`config.mk`:
```
export PLATFORM = sky130hd
export DESIGN_NAME = hs_unit_reset_seq
export DESIGN_NICKNAME = d
export VERILOG_FILES = /design/src/rtl/hs_unit_reset_seq_pkg.sv /design/src/rtl/hs_unit_reset_seq_timer.sv /design/src/rtl/hs_unit_reset_seq.sv
export SDC_FILE = /design/constraint.sdc
export NUM_CORES = 1
export LEC_CHECK = 0
export ABC_AREA = 0
export CAP_MARGIN = 25
export CORE_MARGIN = 10
export CORE_UTILIZATION = 56
export CTS_BUF_LIST = sky130_fd_sc_hd__clkbuf_8 sky130_fd_sc_hd__clkbuf_16
export CTS_CLUSTER_DIAMETER = 80
export DETAILED_ROUTE_END_ITERATION = 6
export PLACE_DENSITY = 0.88
export RECOVER_POWER = 100
export SLEW_MARGIN = 0
export SYNTH_ARGS = -nofsm -noshare
export SYNTH_HDL_FRONTEND = slang
export SYNTH_SLANG_ARGS = --single-unit
```
`constraint.sdc`:
```
create_clock -name clk -period 3.2 [get_ports clk]
set_input_delay 0.48 -clock clk [delete_from_list [all_inputs] [get_ports clk]]
set_output_delay 0.48 -clock clk [all_outputs]
set_load 0.05 [all_outputs]
```
`src/rtl/hs_unit_reset_seq_pkg.sv`:
```
// Shared types and helpers for the staged reset sequencer.
package hs_pkg_reset_seq;

  // Sequencer states; values are fixed so they read the same in any netlist.
  typedef enum logic [2:0] {
    HOLD       = 3'd0,
    WAIT_READY = 3'd1,
    GAP        = 3'd2,
    DONE       = 3'd3,
    ERROR      = 3'd4
  } state_t;

  // Width of the shared down-counter: enough bits for the largest of the
  // three cycle parameters, plus one bit of headroom.
  function automatic int cnt_width(input int a, input int b, input int c);
    int m;
    m = a;
    if (b > m) m = b;
    if (c > m) m = c;
    return $clog2(m) + 1;
  endfunction

endpackage

```
`src/rtl/hs_unit_reset_seq_timer.sv`:
```
// Loadable down-counter with a zero flag. A load always wins over a
// decrement, and a decrement at zero is ignored so the count never wraps.
module hs_unit_reset_seq_timer #(
  parameter int            CW        = 8,
  parameter logic [CW-1:0] RESET_VAL = '0
) (
  input  logic          clk,
  input  logic          areset,
  input  logic          load,
  input  logic [CW-1:0] load_val,
  input  logic          dec,
  output logic          zero
);

  logic [CW-1:0] count_reg;

  // Count register: load, or decrement while non-zero.
  always_ff @(posedge clk or posedge areset) begin
    if (areset) begin
      count_reg <= RESET_VAL;
    end else if (load) begin
      count_reg <= load_val;
    end else if (dec && (count_reg != '0)) begin
      count_reg <= count_reg - 1'b1;
    end
  end

  assign zero = (count_reg == '0);

endmodule

```
`src/rtl/hs_unit_reset_seq.sv`:
```
// Staged reset sequencer: holds every downstream reset for a stretch period,
// then releases the stages one by one, waiting for each stage's ready ack and
// inserting a gap before the next release. A missing ack latches an error.
module hs_unit_reset_seq
  import hs_pkg_reset_seq::*;
#(
  parameter int NUM_STAGES     = 4,
  parameter int STRETCH_CYCLES = 16,
  parameter int GAP_CYCLES     = 8,
  parameter int TIMEOUT_CYCLES = 1024,
  localparam int IDX_W         = (NUM_STAGES > 1) ? $clog2(NUM_STAGES) : 1
) (
  input  logic                  clk,
  input  logic                  areset,
  input  logic                  soft_reset_req,
  input  logic [NUM_STAGES-1:0] stage_ready,
  output logic [NUM_STAGES-1:0] rst_out,
  output logic                  seq_done,
  output logic                  seq_error,
  output logic [IDX_W-1:0]      error_stage
);

  localparam int            CW           = cnt_width(STRETCH_CYCLES, GAP_CYCLES, TIMEOUT_CYCLES);
  localparam logic [CW-1:0] STRETCH_LOAD = CW'(STRETCH_CYCLES - 1);
  localparam logic [CW-1:0] GAP_LOAD     = CW'(GAP_CYCLES - 1);
  localparam logic [CW-1:0] TIMEOUT_LOAD = CW'(TIMEOUT_CYCLES - 1);
  localparam logic [IDX_W-1:0] LAST_IDX  = IDX_W'(NUM_STAGES - 1);

  state_t                  state_reg, state_next;
  logic [IDX_W-1:0]        k_reg, k_next, k_inc;
  logic [NUM_STAGES-1:0]   rst_out_reg, rst_out_next;
  logic                    done_reg, done_next;
  logic                    error_reg, error_next;
  logic [IDX_W-1:0]        error_stage_reg, error_stage_next;

  logic                    tmr_load;
  logic [CW-1:0]           tmr_val;
  logic                    tmr_dec;
  logic                    tmr_zero;

  // One counter serves the stretch hold, the ready timeout and the gap.
  hs_unit_reset_seq_timer #(
    .CW       (CW),
    .RESET_VAL(STRETCH_LOAD)
  ) u_timer (
    .clk     (clk),
    .areset  (areset),
    .load    (tmr_load),
    .load_val(tmr_val),
    .dec     (tmr_dec),
    .zero    (tmr_zero)
  );

  assign k_inc = k_reg + 1'b1;

  // Next-state logic; a soft restart overrides every other transition.
  always_comb begin
    state_next       = state_reg;
    k_next           = k_reg;
    rst_out_next     = rst_out_reg;
    done_next        = done_reg;
    error_next       = error_reg;
    error_stage_next = error_stage_reg;
    tmr_load         = 1'b0;
    tmr_val          = '0;
    tmr_dec          = 1'b0;

    if (soft_reset_req) begin
      state_next       = HOLD;
      k_next           = '0;
      rst_out_next     = '1;
      done_next        = 1'b0;
      error_next       = 1'b0;
      error_stage_next = '0;
      tmr_load         = 1'b1;
      tmr_val          = STRETCH_LOAD;
    end else begin
      case (state_reg)
        HOLD: begin
          if (tmr_zero) begin
            state_next      = WAIT_READY;
            k_next          = '0;
            rst_out_next[0] = 1'b0;
            tmr_load        = 1'b1;
            tmr_val         = TIMEOUT_LOAD;
          end else begin
            tmr_dec = 1'b1;
          end
        end
        WAIT_READY: begin
          // Ready is checked first so an ack on the timeout edge still counts.
          if (stage_ready[k_reg]) begin
            if (k_reg == LAST_IDX) begin
              state_next = DONE;
              done_next  = 1'b1;
            end else begin
              state_next = GAP;
              tmr_load   = 1'b1;
              tmr_val    = GAP_LOAD;
            end
          end else if (tmr_zero) begin
            state_next       = ERROR;
            error_next       = 1'b1;
            error_stage_next = k_reg;
          end else begin
            tmr_dec = 1'b1;
          end
        end
        GAP: begin
          if (tmr_zero) begin
            state_next          = WAIT_READY;
            k_next              = k_inc;
            rst_out_next[k_inc] = 1'b0;
            tmr_load            = 1'b1;
            tmr_val             = TIMEOUT_LOAD;
          end else begin
            tmr_dec = 1'b1;
          end
        end
        DONE, ERROR: begin
          // Terminal until a restart.
        end
        default: begin
          state_next = HOLD;
        end
      endcase
    end
  end

  // State and output registers, forced to the hold state by areset.
  always_ff @(posedge clk or posedge areset) begin
    if (areset) begin
      state_reg       <= HOLD;
      k_reg           <= '0;
      rst_out_reg     <= '1;
      done_reg        <= 1'b0;
      error_reg       <= 1'b0;
      error_stage_reg <= '0;
    end else begin
      state_reg       <= state_next;
      k_reg           <= k_next;
      rst_out_reg     <= rst_out_next;
      done_reg        <= done_next;
      error_reg       <= error_next;
      error_stage_reg <= error_stage_next;
    end
  end

  assign rst_out     = rst_out_reg;
  assign seq_done    = done_reg;
  assign seq_error   = error_reg;
  assign error_stage = error_stage_reg;

endmodule
```
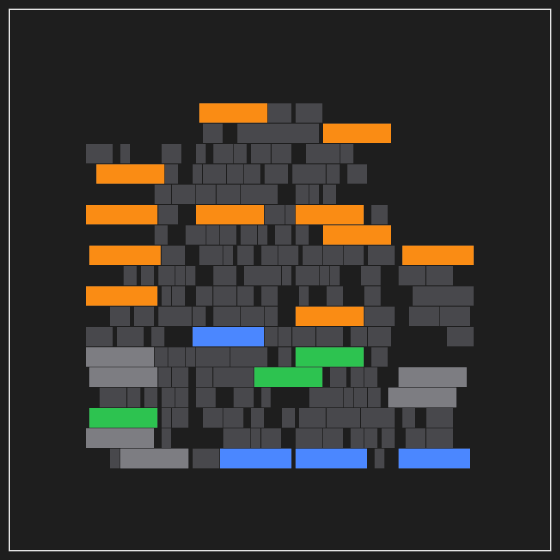
*Register map, names as in the netlist, run 1*
Other sequential cells in the stronger grey, the rest of the logic in the fainter grey.
name in the netlist	colour	placed flops
`rst_out`	blue	4
`state_reg`	green	3
`u_timer.count_reg`	orange	11
not coloured	6

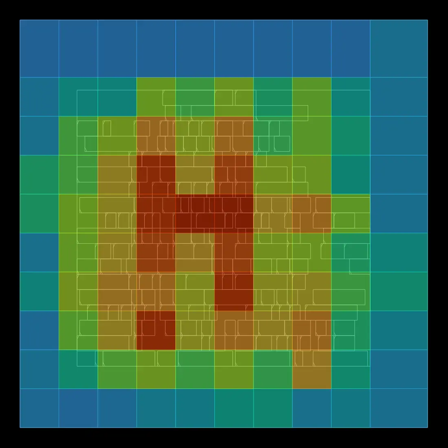
*Congestion heat map, run 1*
M2 GR Usage: 21.57%
grt met1 use: 22.55%
Total GRT Usage: 15.34%
met3 Use GR: 3.129%

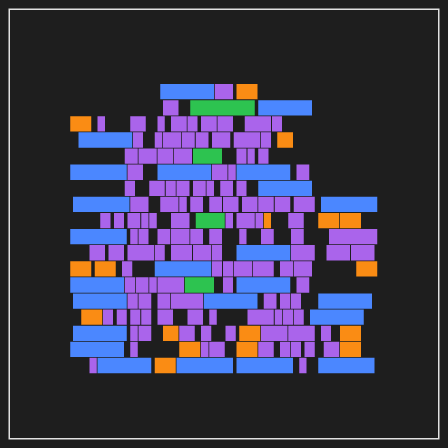
*Placed cells, one colour a class, run 1*
class	colour	cells	share of their area
combinational and other logic	purple	127	50%
clock drivers and dummy loads	green	4	4.2%
remaining buffers and delay cells	orange	17	9.4%
sequential cells	blue	24	36%
count of standard-cell rows: 18
fraction of area in registers: 35.23%
Final Util: 68.09%
Std-Cell Core Area: 0.002545 mm^2
Non-Filler Cell Area, Final: 0.001733 mm^2

==> results.txt, run 1 <==
flow finished, numbers: Cell Pwr Density 359.9 mW/mm^2, initial antenna violation count 0, Top cell area share 26.17%, most frequent cell after synthesis dfrtp_1, share of post-route cells with drive strength above 1 13.95%, Warnings, synthesis 0, Cells after Synth around 160, GR Overflow Total 0, status complete, no violations, Die Area 0.005224 mm^2, number of top-level pins 15, hold slack final a little over 500 ps, Worst-Margin Slew 1137 ps, r2r endpoint state_reg[0], Cell area leaders dfrtp_1, dfstp_2, nand3_1, ha_1, or4_1, Crit. End Element register, Port Buffers 14, Via density 6.807, Vias roughly 1,400, First DRT Iteration DRCs 196, Log Warnings 29, Top Usage Layer GRT met1, static leakage between 0.6 and 0.7 nW, Worst Setup Start Kind register, Initial DRT Pass Iterations 5, register-to-register setup slack 540 ps, register area share after synthesis 39.90%, pre-CTS setup slack 587.0 ps, placed cells 198, Max clock buf depth 2, Logic pwr share under 10%, YS chip area 0.001530 mm^2, Psw 0.0001312 W, Final Hold Fails 0
[run 1: area by class of cell]
cell class | instances | area (um^2) | share of cell area [%]
clock buffers | 3 | 41.29 | 2.383
clock inverters | 1 | 30.03 | 1.733
inverters | 10 | 37.54 | 2.166
multi-input cells | 117 | 817.0 | 47.15
flip-flops and latches | 24 | 610.6 | 35.23
well taps | 30 | 37.54 | 2.166
repair buffers | 17 | 158.9 | 9.170
[run 1: power by group through the flow]
stage	sequential [W]	clock (W)	combinational (W)
after floorplan	0.000317	0	0.0000242
after global placement	0.000317	0	0.0000379
after detailed placement	0.000317	0	0.0000400
after CTS	0.000312	0.000271	0.0000403
after global routing	0.000312	0.000285	0.0000438
final	0.000311	0.000273	0.0000396
[run 1: cell families (layout without fill, tap and decap cells)]
group | after synthesis | count (layout) | synth area share (%)
simple gates | 69 | 69 | 27.80
buf+inv | 22 | 31 | 5.642
compound gates | 40 | 40 | 19.62
fa+ha+maj | 5 | 5 | 4.088
mux | 3 | 3 | 2.943
flops | 24 | 24 | 39.90
[run 1: worst max-delay path: stages, from the launching register on]
cell and delay, ps:
dfstp_1 390, inv_1 80, ha_1 190, or4b_2 630, nor3_1 400, clkbuf_1 520
o211ai_1 170, a41oi_1 200
[run 1: worst max path at each step]
stage / startpoint / end / depth (start not counted)
floorplan: u_timer.count_reg[0] / u_timer.count_reg[9] / 7
global placement: u_timer.count_reg[0] / u_timer.count_reg[9] / 6
detailed placement: u_timer.count_reg[0] / u_timer.count_reg[9] / 6
CTS: u_timer.count_reg[0] / u_timer.count_reg[9] / 6
global route: u_timer.count_reg[0] / state_reg[0] / 7
finish: u_timer.count_reg[0] / state_reg[0] / 7
[run 1: per-layer routing]
metal	part of all wire (%)	up-vias
li1	-	643
met3	9.3	10
met2	43	81
met4	2.1	0
met1	45	641
met5	0	-
==> inputs of run 2 (changes only) <==
==> constraint.sdc (replaced) <==
create_clock -name clk -period 2.5 [get_ports clk]
set_input_delay 0.375 -clock clk [delete_from_list [all_inputs] [get_ports clk]]
set_output_delay 0.375 -clock clk [all_outputs]
set_load 0.05 [all_outputs]
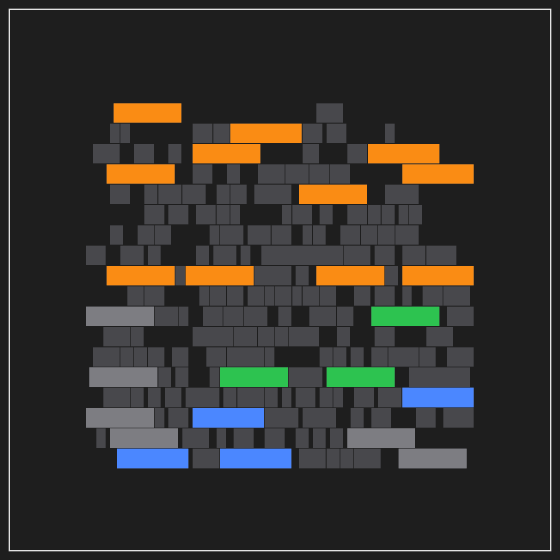
*Register map, names as in the netlist, run 2*
Other sequential cells in the stronger grey, the rest of the logic in the fainter grey.
name in the netlist	colour	placed flops
`state_reg`	green	3
`rst_out`	blue	4
`u_timer.count_reg`	orange	11
not coloured	6

==> results.txt, run 2 <==
flow finished, numbers: most frequent cell after synthesis dfrtp_1, nets@finish 195, post-route ant nets 0, Max clock buf depth 2 (unchanged), CP top delay family simple AND/OR/NAND/NOR gates, Warnings, synthesis 0 (unchanged), initial antenna violation count 0 (unchanged), Final Hold Fails 0 (unchanged), grt met1 use 19.71% (-2.8 points), Top cell area share 26.17% (unchanged), Slew Limit Headroom 11.09%, Std-Cell Core Area 0.002545 mm^2 (unchanged), Psw 0.0001666 W (+27%), Commonest Layout Cell dfrtp_1, GR Overflow Total 0 (unchanged), Total GRT Usage 15.29% (-0.054 points), count of standard-cell rows 18 (unchanged), M1 wire length 1775 um (+1.4%), Crit. End Element register, Die Area 0.005224 mm^2 (unchanged), M2 GR Usage 24.30% (+2.7 points), Worst-Margin Slew 1334 ps (+196.2 ps), hold slack final 507.9 ps (+3.638 ps), status complete, no violations, Cell area leaders dfrtp_1, dfstp_2, nand3_1, ha_1, or4_1, Port Buffers 14 (unchanged), Log Warnings 29 (unchanged), CP max stage cell or4b_2, Cells after Synth 163 (unchanged), clock network power 0.000346 W (+27%), CP Depth 6 (-1), first-pass GRT wire length 6686 um, Top Usage Layer GRT met2, Initial DRT Pass Iterations 4 (-1), number of top-level pins 15 (unchanged), met3 Use GR 4.082% (+0.95 points), static leakage 0.7106 nW (+5.5%), highest metal used met4, pre-CTS setup slack 17.83 ps (-569.2 ps), Via density 6.557 (-3.7%), Worst Setup Start Kind register, buffer and inverter count on the worst path 1 (-1), metal3 WL 248 um (-31%), RSZ-0062 raised after global routing false, First DRT Iteration DRCs 147 (-25%), YS chip area 0.001530 mm^2 (unchanged), Vias 1,390 (+1.1%), Worst path max stage delay 650 ps (+20 ps), Largest Pwr Group sequential cells
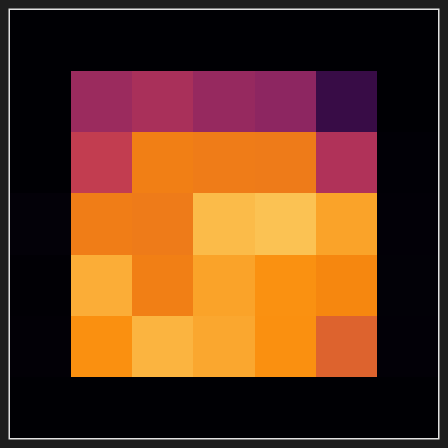
*Placement density heat map, run 2*
The die is cut into 7 by 7 equal tiles; black is low, pale yellow is high, 0 to 100% covered.
densest ninth of the die	middle
tiles over 75% full	20%
mean over tiles	34%
emptiest ninth of the die	top right
fullest tile	87%
nearly empty tiles	49%

run 2: path summary, 6_finish.rpt:
check / start / to / slack, ps
min in group asynchronous: areset / u_timer.count_reg[4] / 970
worst max register to register: u_timer.count_reg[0] / u_timer.count_reg[6] / 120
max in group asynchronous: areset / seq_error / 740
worst min register to register: seq_done / seq_done / 510
worst max-delay path: u_timer.count_reg[0] / u_timer.count_reg[6] / 120
worst min-delay path: seq_done / seq_done / 510
run 2: logic make-up (layout without fill, tap and decap cells):
group                    count (synthesis)  after routing  synth area share (%)
buffers and inverters                   22             41                 5.642
multiplexers                             3              3                 2.943
adder cells (fa/ha/maj)                  5              5                 4.088
AND/OR/NAND/NOR                         69             69                 27.80
flip-flops                              24             24                 39.90
AND-OR/OR-AND                           40             40                 19.62
run 2: cell type report:
| class | count | area, um^2 | area share (%) |
|---|---|---|---|
| Clock inverter | 1 | 30.03 | 1.674 |
| Multi-Input combinational cell | 117 | 810.8 | 45.19 |
| Tap cell | 30 | 37.54 | 2.092 |
| Clock buffer | 3 | 41.29 | 2.301 |
| Inverter | 10 | 37.54 | 2.092 |
| Timing Repair Buffer | 27 | 226.5 | 12.62 |
| Sequential cell | 24 | 610.6 | 34.03 |
run 2: per-stage QoR:
step / cell area [um^2] / utilization, % / cells / total power [W]
after global placement: 1757 / 69.03 / 208 / 0.0004552
after CTS: 1832 / 71.98 / 212 / 0.0008003
after floorplan: 1530 / - / 163 / 0.0004362
after global routing: 1794 / 70.50 / 212 / 0.0008207
final: 1794 / 70.50 / 212 / 0.0007977
after detailed placement: 1757 / 69.03 / 208 / 0.0004591
run 2: worst min-delay path, stage by stage (launching register included):
cell and delay (ps):
dfrtp_1 350, a31oi_1 40, nor2_1 80
Power is estimated from default activity; no workload was simulated.
